run_1/layers.png
Two of the layers only.
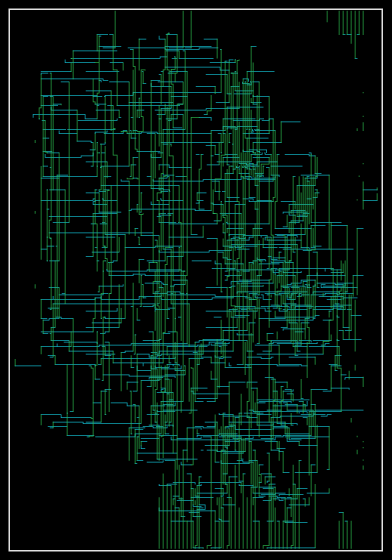
run_1/gates.png
Bar = 20 microns.
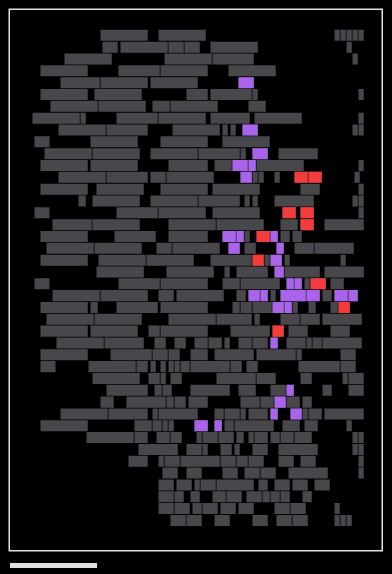
run_1/pinout.png
Pins as bars across the die edge, other pins in gray.
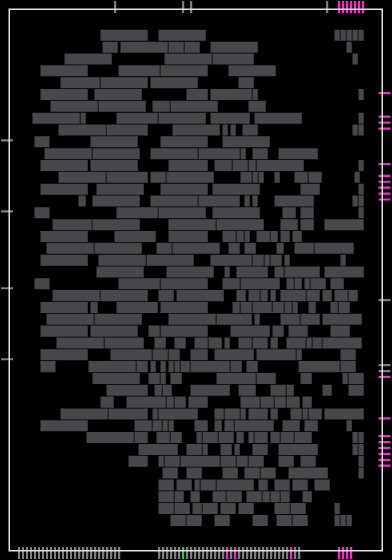
===== src/rtl/mmio_uart_tx.sv =====
// mmio_uart_tx: memory-mapped 8N1 UART transmitter with a small transmit FIFO.
// It sits beside the data RAM and shares the core's address, store data and
// load/store strobes.
//   TXDATA (BASE_ADDR+0): a store pushes write_data[7:0]. A load returns 0.
//   STATUS (BASE_ADDR+4): a load returns {28'b0, overflow, full, empty, busy}.
//                         A store with write_data[3]=1 clears overflow.
// Ports:
//   CLK        system clock, rising edge
//   reset      asynchronous, active-high reset
//   addr       byte address; only addr[31:2] is decoded
//   write_data store data
//   memread    load strobe
//   memwrite   store strobe
//   read_data  status word on a STATUS load, otherwise 0
//   tx         serial output, idle high, driven from a flop
//   busy       a frame is in progress or bytes are still queued
module mmio_uart_tx #(
   parameter int unsigned CLKS_PER_BIT = 16,
   parameter int unsigned FIFO_DEPTH   = 8,
   parameter logic [31:0] BASE_ADDR    = 32'h0000_1000
) (
   input  logic        CLK,
   input  logic        reset,
   input  logic [31:0] addr,
   input  logic [31:0] write_data,
   input  logic        memread,
   input  logic        memwrite,
   output logic [31:0] read_data,
   output logic        tx,
   output logic        busy
);
   localparam int PTR_W  = $clog2(FIFO_DEPTH);
   localparam int CNT_W  = PTR_W + 1;
   localparam int BAUD_W = $clog2(CLKS_PER_BIT);
   localparam logic [CNT_W-1:0]  CNT_FULL    = CNT_W'(FIFO_DEPTH);
   localparam logic [BAUD_W-1:0] BAUD_LAST   = BAUD_W'(CLKS_PER_BIT - 1);
   localparam logic [29:0]       TXDATA_WORD = BASE_ADDR[31:2];
   localparam logic [29:0]       STATUS_WORD = BASE_ADDR[31:2] + 30'd1;

   typedef enum logic [1:0] {IDLE, START, DATA, STOP} state_t;

   // Address decode and bus strobes
   logic hit_txdata, hit_status;
   logic full, empty;
   logic push, pop, ovf_set, ovf_clr;

   assign hit_txdata = (addr[31:2] == TXDATA_WORD);
   assign hit_status = (addr[31:2] == STATUS_WORD);
   // A store while full is dropped even if a pop happens on the same edge,
   // because full comes from the registered count.
   assign push    = memwrite & hit_txdata & ~full;
   assign ovf_set = memwrite & hit_txdata & full;
   assign ovf_clr = memwrite & hit_status & write_data[3];

   // Byte-lane and alignment bits that the register window never looks at
   logic unused_bits;
   assign unused_bits = ^{addr[1:0], write_data[31:8]};

   // Transmit FIFO
   logic [7:0]       mem_q [FIFO_DEPTH];
   logic [PTR_W-1:0] wr_ptr_q, rd_ptr_q;
   logic [CNT_W-1:0] count_q;
   logic             ovf_q;
   logic [7:0]       head;

   assign full  = (count_q == CNT_FULL);
   assign empty = (count_q == '0);
   assign head  = mem_q[rd_ptr_q];

   always_ff @(posedge CLK) begin
      if (push) mem_q[wr_ptr_q] <= write_data[7:0];
   end

   always_ff @(posedge CLK or posedge reset) begin
      if (reset) begin
         wr_ptr_q <= '0;
         rd_ptr_q <= '0;
         count_q  <= '0;
         ovf_q    <= 1'b0;
      end else begin
         if (push) wr_ptr_q <= wr_ptr_q + PTR_W'(1);
         if (pop)  rd_ptr_q <= rd_ptr_q + PTR_W'(1);
         case ({push, pop})
            2'b10:   count_q <= count_q + CNT_W'(1);
            2'b01:   count_q <= count_q - CNT_W'(1);
            default: count_q <= count_q;
         endcase
         if (ovf_set)      ovf_q <= 1'b1;
         else if (ovf_clr) ovf_q <= 1'b0;
      end
   end

   // Serialiser FSM
   state_t            state_q, state_d;
   logic [BAUD_W-1:0] baud_q, baud_d;
   logic [2:0]        bit_q, bit_d;
   logic [7:0]        shift_q, shift_d;
   logic              tx_q, tx_d;
   logic              baud_end;

   assign baud_end = (baud_q == BAUD_LAST);

   // State register
   always_ff @(posedge CLK or posedge reset) begin
      if (reset) begin
         state_q <= IDLE;
         baud_q  <= '0;
         bit_q   <= '0;
         tx_q    <= 1'b1;
      end else begin
         state_q <= state_d;
         baud_q  <= baud_d;
         bit_q   <= bit_d;
         tx_q    <= tx_d;
      end
   end

   // The shift register holds only payload, so it needs no reset
   always_ff @(posedge CLK) begin
      shift_q <= shift_d;
   end

   // Next-state logic
   always_comb begin
      state_d = state_q;
      case (state_q)
         IDLE:    if (!empty) state_d = START;
         START:   if (baud_end) state_d = DATA;
         DATA:    if (baud_end && (bit_q == 3'd7)) state_d = STOP;
         STOP:    if (baud_end) state_d = empty ? IDLE : START;
         default: state_d = IDLE;
      endcase
   end

   // Output logic: FIFO pop, baud/bit counters, shifter and next tx level
   always_comb begin
      pop     = 1'b0;
      baud_d  = baud_q + BAUD_W'(1);
      bit_d   = bit_q;
      shift_d = shift_q;
      case (state_q)
         IDLE: begin
            baud_d = '0;
            if (!empty) begin
               pop     = 1'b1;
               shift_d = head;
            end
         end
         START: begin
            if (baud_end) begin
               baud_d = '0;
               bit_d  = 3'd0;
            end
         end
         DATA: begin
            if (baud_end) begin
               baud_d  = '0;
               shift_d = {1'b0, shift_q[7:1]};
               bit_d   = bit_q + 3'd1;
            end
         end
         STOP: begin
            if (baud_end) begin
               baud_d = '0;
               // Chain straight into the next start bit with no idle gap
               if (!empty) begin
                  pop     = 1'b1;
                  shift_d = head;
               end
            end
         end
         default: baud_d = '0;
      endcase
      // tx is registered from the upcoming state so the pin never glitches
      case (state_d)
         START:   tx_d = 1'b0;
         DATA:    tx_d = shift_d[0];
         default: tx_d = 1'b1;
      endcase
   end

   assign tx        = tx_q;
   assign busy      = (state_q != IDLE) | ~empty;
   assign read_data = (memread && hit_status) ? {28'b0, ovf_q, full, empty, busy} : 32'b0;

endmodule


===== config.mk =====
export PLATFORM = sky130hd
export DESIGN_NAME = mmio_uart_tx
export DESIGN_NICKNAME = d
export VERILOG_FILES = /design/src/rtl/mmio_uart_tx.sv
export SDC_FILE = /design/constraint.sdc
export NUM_CORES = 1
export LEC_CHECK = 0
export CAP_MARGIN = 20
export CORE_ASPECT_RATIO = 1.5
export CORE_MARGIN = 4
export CORE_UTILIZATION = 50
export DETAILED_ROUTE_END_ITERATION = 10
export GPL_ROUTABILITY_DRIVEN = 1
export HOLD_SLACK_MARGIN = 0.02
export MAX_ROUTING_LAYER = met4
export PLACE_DENSITY = 0.78
export REMOVE_ABC_BUFFERS = 1
export SLEW_MARGIN = 20
export SYNTH_ARGS = -nofsm -noshare
export SYNTH_HDL_FRONTEND = slang
export SYNTH_SLANG_ARGS = --single-unit

===== constraint.sdc =====
create_clock -name CLK -period 2.95 [get_ports CLK]
set_input_delay 0.295 -clock CLK [delete_from_list [all_inputs] [get_ports CLK]]
set_output_delay 0.295 -clock CLK [all_outputs]
set_load 0.01 [all_outputs]

==> impl_metrics.toml, run 1 <==
# implementation run metrics
[cells_and_area]
insertedDiodeCount = 0
inv_count = 6
seqCellArea_sq_um = 2680
logic_gate_count = 187
area_growth_pct = 17.9
layout-drive-gt1-share = 0.126
n_all_buffers = 62
buffer_area_frac = 0.110
area_share_clock_buf_inv = 0.0524
fillers = 679
layout_top_cells = "edfxtp_1, clkdlybuf4s50_1, conb_1"
fin_nets = 440
design.seq.count = 93
clock_buffers = 11
seq-cell-share = 0.505
top_area_cell_class = "sequential cells"
comb_area_sq_um = 1600

[clock_tree]
ctsHtreeMaxLevel = 3
cts_setup_buffers = 0
clock_latency_ns = 0.34
numCtsBuffers = 9
cts_root_buf = "clkbuf_16"
clkSlewWorstSetupHoldPaths_ns = 0.07
cts_resized = 0
cts_tree = "built"
cts_buffer_depth = 2
cts.sinks = 93
ctsHoldBuffers = 0

[critical_path]
path_cells = "clkdlybuf4s50_1, nor4b_1, nand4_1, buf_4, nor3_2, and2_1, clkdlybuf4s50_1"
critPathArrivalTime_ns = 2.41
critPathLaunch = "addr[13]"
cp_max_fo = 3
worstPathRequired_ns = 2.65
critPathKind = "in -> out"
critPathCaptureType = "output pin"
ff2ff_setup_slack_ns = 0.30
crit_slowest_cell = "clkdlybuf4s50_1"
crit_path_frequent_cell = "clkdlybuf4s50_1"
critPathBufInv = 3
crit_family = "buffers and inverters"
startpoint_type = "primary input"
worstReg2RegStart = "state_q[0]$_DFF_PP0_"
max_stage_delay_ns = 0.54

[timing]
hold_slack_ns = 0.428
worst_slew_pin_slew_ns = 0.832
min_period_ns = 2.70
fin_skew_ns = 0.0107
fin_tns_setup_ns = 0
timing.slew.headroom = 0.445
rsz0062_at_grt = "no"
finalCritPeriodShare = 0.917
slew_viol_final = 0
setup_viol = 0
fmax_mhz = 370
hold_viol = 0

[routing]
firstDrtPassIters = 4
routed_via_density = 5.44
postRouteAntennaNets = 0
drcViolationCount = 0
drt-total-wl_microns = 8350
drtIter0Drc = 126

[die]
core_area_sq_um = 8830
taps = 110
num_io_pins = 102
placementRows = 42
die-area_sq_um = 10600
initCoreUtil = 0.509

[global_route]
grt_pass1_vias = 2586
grt_pass1_wl_microns = 13000
grt_overflow = 0
grt_start_max_net_pins = 22
antenna_found_initial = 0

[flow_run]
openroad.warnings = 56
cap_violations = 0

[yosys]
ys_area_sq_um = 4500
yosys_warnings = 0
synth_cells = 298
synth_flops = 93
postSynthAreaPerCell_sq_um = 15.1
edf_count = 71
syn-cell-area_sq_um = 4500
synthArstFlopShare = 0.226
yosys-stat-cells = 298
ys_seq_share = 0.596
flop_cell = "edfxtp_1"
synth.distinct_cells = 53

[pwr]
power_leakage_nw = 2.01
p_per_area_nw_per_um2 = 491
ir_drop_mv = 0.550

[placed_design]
place_congestion = 0.791
dp_hpwl_microns = 5770

[worst_hold_path]
hp-class = "in -> async"

[status]
status = "finished, final reports clean"
-- layers.png (at the start) --
Key: cyan = M1 [wire length 3140 microns]; green = M2 [wire length 4830 microns]
vias: 2578
GR Util All Layers: 0.170
wire per inst: 17.6 microns

-- gates.png (at the start) --
Key: red = non-inverting ao/oa cells [cells 10, most used a22o_1, where middle right]; purple = aoi and oai cells [cells 30, most used a21oi_1]
most numerous logic cell after layout: edfxtp_1
combinational share of cell area: 0.302
non-filler cells in the finished layout: 474

-- pinout.png (at the start) --
Key: green = memread [pins 1, direction input, edge bottom]; magenta = read_data [pins 32, direction output, edge 18 right, 7 top, 7 bottom]
All pins by edge: 66 bottom, 21 right, 11 top, 4 left.
port bufs: 47
chip height: 124 microns
Die Wd: 85.4 microns

==> run 1: metal layers <==
layer  wire length [microns]  GRT usage  up-vias  share of wire
met1                    3140      0.173     1286           0.38
met4                      85     0.0584        0          0.010
li1                        -          -     1231              -
met2                    4830      0.315       55           0.58
met5                       0          -        -              0
met3                     294     0.0397        6          0.035
==> run 1: registers in the layout (all words and copies together), names as in the netlist <==
signal and count:
bit_q 3, mem_q 64, ovf_q 1, baud_q 4
rd_ptr_q 3, wr_ptr_q 3, count_q 4, tx 1
state_q 2, shift_q 8
==> run 1: final timing paths <==
path,end,cells after the start
max,read_data[3],7
min,bit_q[2]$_DFFE_PP0P_,2
max reg2reg,count_q[2]$_DFFE_PP0P_,12
min reg2reg,baud_q[0]$_DFF_PP0_,1
max in group asynchronous,wr_ptr_q[2]$_DFFE_PP0P_,2
min in group CLK,baud_q[0]$_DFF_PP0_,1
==> run 1: cells in the mapped netlist (all sizes together) (2+ instances only) <==
library cell  number  area, sq um
mux4              16          417
a21o               2         15.0
edfxtp            71         2130
xnor2              4         35.0
o21ai              5         25.0
mux2i              6         72.6
a22o               5         43.8
a21oi              7         35.0
clkbuf             4         16.3
nor4b              3         41.3
inv                6         22.5
nor4               7         43.8
a31oi              2         12.5
nand2b             3         18.8
and2               5         31.3
a222oi             4         40.0
nor3               7         35.0
ha                13          163
buf               35          285
xor2               6         52.6
dfrtp             20          500
nand4              2         12.5
nor2              24         90.1
nand2              8         30.0
a211oi             6         45.0
mux2               8         90.1
==> run 1: cells by family (layout without fill, tap and decap cells) <==
logic type | Yosys count | in the layout | synth area share
DFF | 93 | 93 | 0.596
and+or+nand+nor | 66 | 66 | 0.0799
buffers and inverters | 45 | 84 | 0.0721
AOI/OAI and AO/OA | 40 | 40 | 0.0671
muxes | 30 | 30 | 0.129
adders and majority gates | 13 | 13 | 0.0362
xor gates and xnor gates | 10 | 10 | 0.0195
other | 1 | 28 | 0.000834
==> run 1: power breakdown <==
part	switching, mW	internal (mW)	leakage [nW]
Combinational	0.0501	0.0627	0.915
Clock	0.474	0.597	0.136
Sequential	0.00197	1.41	0.959
==> run 1: stage by stage <==
stage / std cells / total power [mW] / instance area (sq um) / util / setup slack, ns
floorplan: 286 / 1.49 / 4300 / - / 0.422
global placement: 458 / 1.55 / 5020 / 0.568 / 0.107
detailed placement: 458 / 1.56 / 5020 / 0.568 / 0.0173
CTS: 474 / 2.62 / 5300 / 0.600 / 0.139
global route: 474 / 2.69 / 5300 / 0.600 / 0.0568
finish: 474 / 2.60 / 5300 / 0.600 / 0.246
==> run 1: worst register-to-register path: stages, from the launching register on <==
cell     delay (ns)
dfrtp_1        0.45
inv_1          0.16
ha_1           0.22
a41oi_1        0.08
or2_2          0.33
nor2_1         0.21
ha_1           0.29
xor2_1         0.10
ha_1           0.18
a21oi_1        0.14
xor2_1         0.16
nor2_1         0.06
xor2_1         0.14
==> run 2: changes to the inputs <==
- GPL_TIMING_DRIVEN: default -> 0
==> run 2 against run 1 <==
  * Count of clock-buffer cells in the layout increased by 2
  * Highest routed layer unchanged
  * Combinational power about the same
  * Global-route usage decreased by 0.79 points
  * Utilization decreased by 0.38 points
  * Critical path type is now in -> reg
  * Register-to-register slack about the same
  * Non-clock buffer count decreased by 12
  * Synthesized area unchanged
  * Final area decreased by 0.64%
  * Critical endpoint is now mem_q[4][4]$_DFFE_PP_
  * Setup slack got worse by 0.052 ns
==> impl_metrics.toml, run 2 <==
# implementation run metrics
[status]
status = "finished, final reports clean"

[yosys]
ys_area_sq_um = 4500
yosys-stat-cells = 298
area_leaders = "edfxtp_1, dfrtp_1, mux4_1, buf_4, ha_1"
yosys_warnings = 0
synth.distinct_cells = 53
most_common_cell = "edfxtp_1"
synth_flops = 93
ys_seq_share = 0.596
syn-cell-area_sq_um = 4500
synth_cells = 298
postSynthAreaPerCell_sq_um = 15.1
netlist.area_leader.share = 0.474
top_cells_by_count = "edfxtp_1, buf_4, nor2_1, dfrtp_1, mux4_1"

[die]
initCoreUtil = 0.509
placementRows = 42
num_io_pins = 102
die_w_microns = 85.4
die-area_sq_um = 10600
core_area_sq_um = 8830

[placed_design]
placed_area_sq_um = 4920
io_buffers = 47
place_congestion = 0.785

[timing]
fin_tns_setup_ns = 0
finalCritPeriodShare = 0.934
min_period_ns = 2.76
worst_slew_pin_slew_ns = 0.945
hold_slack_ns = 0.421
rsz0062_at_grt = "no"
slew_viol_final = 0
setup_viol = 0
fmax_mhz = 363
hold_viol = 0
fin_skew_ns = 0.00569

[routing]
wl_per_cell_microns = 17.4
firstDrtPassIters = 5
routed_via_density = 5.51
postRouteAntennaNets = 0
vias = 2544
drtIter0Drc = 137
drt-total-wl_microns = 8050
drcViolationCount = 0

[clock_tree]
ctsHoldBuffers = 0
numCtsBuffers = 9
clkSlewWorstSetupHoldPaths_ns = 0.06
ctsHtreeMaxLevel = 3
cts_root_buf = "clkbuf_16"
cts_buffer_depth = 2

[critical_path]
critPathArrivalTime_ns = 2.71
max_stage_delay_ns = 0.75
critPathCaptureType = "flip-flop"
critPathBufInv = 2
startpoint_type = "primary input"
cp_max_fo = 8
critPathKind = "in -> reg"
crit_family = "simple AND/OR/NAND/NOR gates"
ff2ff_setup_slack_ns = 0.31

[flow_run]
cap_violations = 0
openroad.warnings = 56

[pwr]
p_total_mw = 2.67
ir_drop_mv = 0.527

[cells_and_area]
layout-drive-gt1-share = 0.108
comb_area_sq_um = 1630
largest_registers = "mem_q: 64 flops, shift_q: 8 flops"
max_flop_register = "mem_q"
area_growth_pct = 17.1
seqCellArea_sq_um = 2680
fin_area_sq_um = 5270
fillers = 671
lay_top_count = "edfxtp_1"
insertedDiodeCount = 0

[global_route]
grt_overflow = 0
grt_pass1_vias = 2496
grtUsageTotal = 0.162
grt_start_max_net_pins = 22
grt_pass1_wl_microns = 12600
antenna_found_initial = 0

[worst_hold_path]
hp-class = "in -> async"
## run 2: cell counts after synthesis
No cell type changed its count.
## run 2: what timing repair did
| item | in CTS | in global routing |
|---|---|---|
| endpoints found under the setup margin | 2 | 19 |
| setup buffers | 0 | 2 |
| resized | 1 | 4 |
| pin swaps | 0 | 1 |
## run 2: report_power, final
| part | switching [mW] | leakage [nW] | total (mW) | internal [mW] |
|---|---|---|---|---|
| Sequential | 0.00268 | 0.959 | 1.42 | 1.42 |
| Combinational | 0.0488 | 0.864 | 0.111 | 0.0627 |
| Clock | 0.441 | 0.142 | 1.14 | 0.703 |
## run 2: area by class of cell
cell class / instances / share of cell area
tap: 110 / 0.0261
multi-input combinational: 187 / 0.309
sequential: 93 / 0.509
clock buffer: 13 / 0.0494
inverter: 6 / 0.00428
clock inverter: 3 / 0.00855
timing repair buffer: 50 / 0.0936
## run 2: through the flow
step	util	setup slack, ns	std cells
after floorplan	-	0.422	286
after global placement	0.556	-0.561	443
after detailed placement	0.558	-0.218	444
after CTS	0.592	0.0927	460
after global routing	0.597	0.0512	462
final	0.597	0.194	462
## run 2: worst paths after layout
check | to | cells past startpoint | from
min in group CLK | baud_q[0]$_DFF_PP0_ | 1 | baud_q[0]$_DFF_PP0_
max in group asynchronous | wr_ptr_q[1]$_DFFE_PP0P_ | 2 | reset
worst min-delay path | bit_q[1]$_DFFE_PP0P_ | 2 | reset
worst max-delay path | mem_q[4][4]$_DFFE_PP_ | 7 | addr[9]
worst min register to register | baud_q[0]$_DFF_PP0_ | 1 | baud_q[0]$_DFF_PP0_
worst max register to register | count_q[2]$_DFFE_PP0P_ | 11 | state_q[0]$_DFF_PP0_
## run 2: logic make-up after synthesis
| kind of cell | after synthesis | share of synthesized area |
|---|---|---|
| other cells | 1 | 0.000834 |
| xor+xnor | 10 | 0.0195 |
| simple gates | 66 | 0.0799 |
| flops | 93 | 0.596 |
| buf+inv | 45 | 0.0721 |
| fa+ha+maj | 13 | 0.0362 |
| compound gates | 40 | 0.0671 |
| mux | 30 | 0.129 |
## run 2: per-layer routing
| layer | vias up | part of all wire | track usage |
|---|---|---|---|
| met5 | - | 0 | - |
| met4 | 0 | 0.012 | 0.0772 |
| met3 | 5 | 0.045 | 0.0251 |
| met2 | 70 | 0.59 | 0.292 |
| met1 | 1262 | 0.36 | 0.172 |
| li1 | 1207 | - | - |
## run 2: worst register-to-register path, stage by stage (launching register included)
cell     delay (ns)
dfrtp_1        0.44
ha_1           0.26
a41oi_2        0.23
or2_2          0.38
nor2_4         0.17
ha_2           0.26
xor2_1         0.08
ha_1           0.18
a21oi_1        0.14
xor2_1         0.16
nor2_1         0.06
xor2_1         0.14
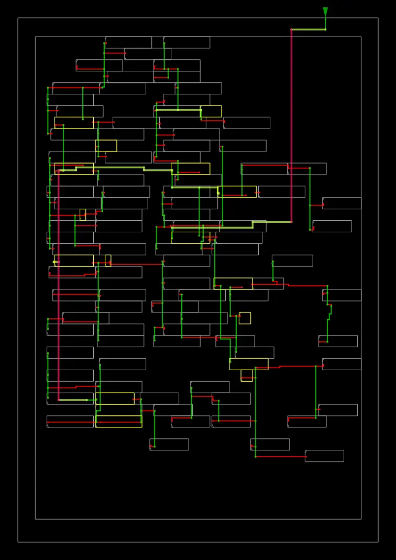
run_2/clock_nets.png
Num Clock Sinks: 93
Latency at later pin: 0.33 ns

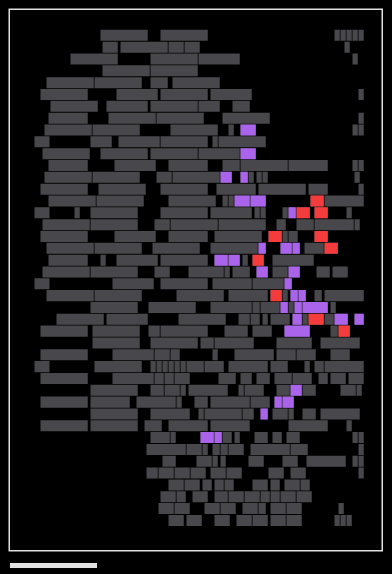
run_2/gates.png
Bar = 20 microns.
Key: purple = aoi and oai cells [cells 30, most used a21oi_1, where middle right]; red = non-inverting ao/oa cells [cells 10, most used a22o_1, where middle right]
non-filler cells in the finished layout: 462
combinational share of cell area: 0.309

No activity file was given, so power comes from the tool's default toggle rates.
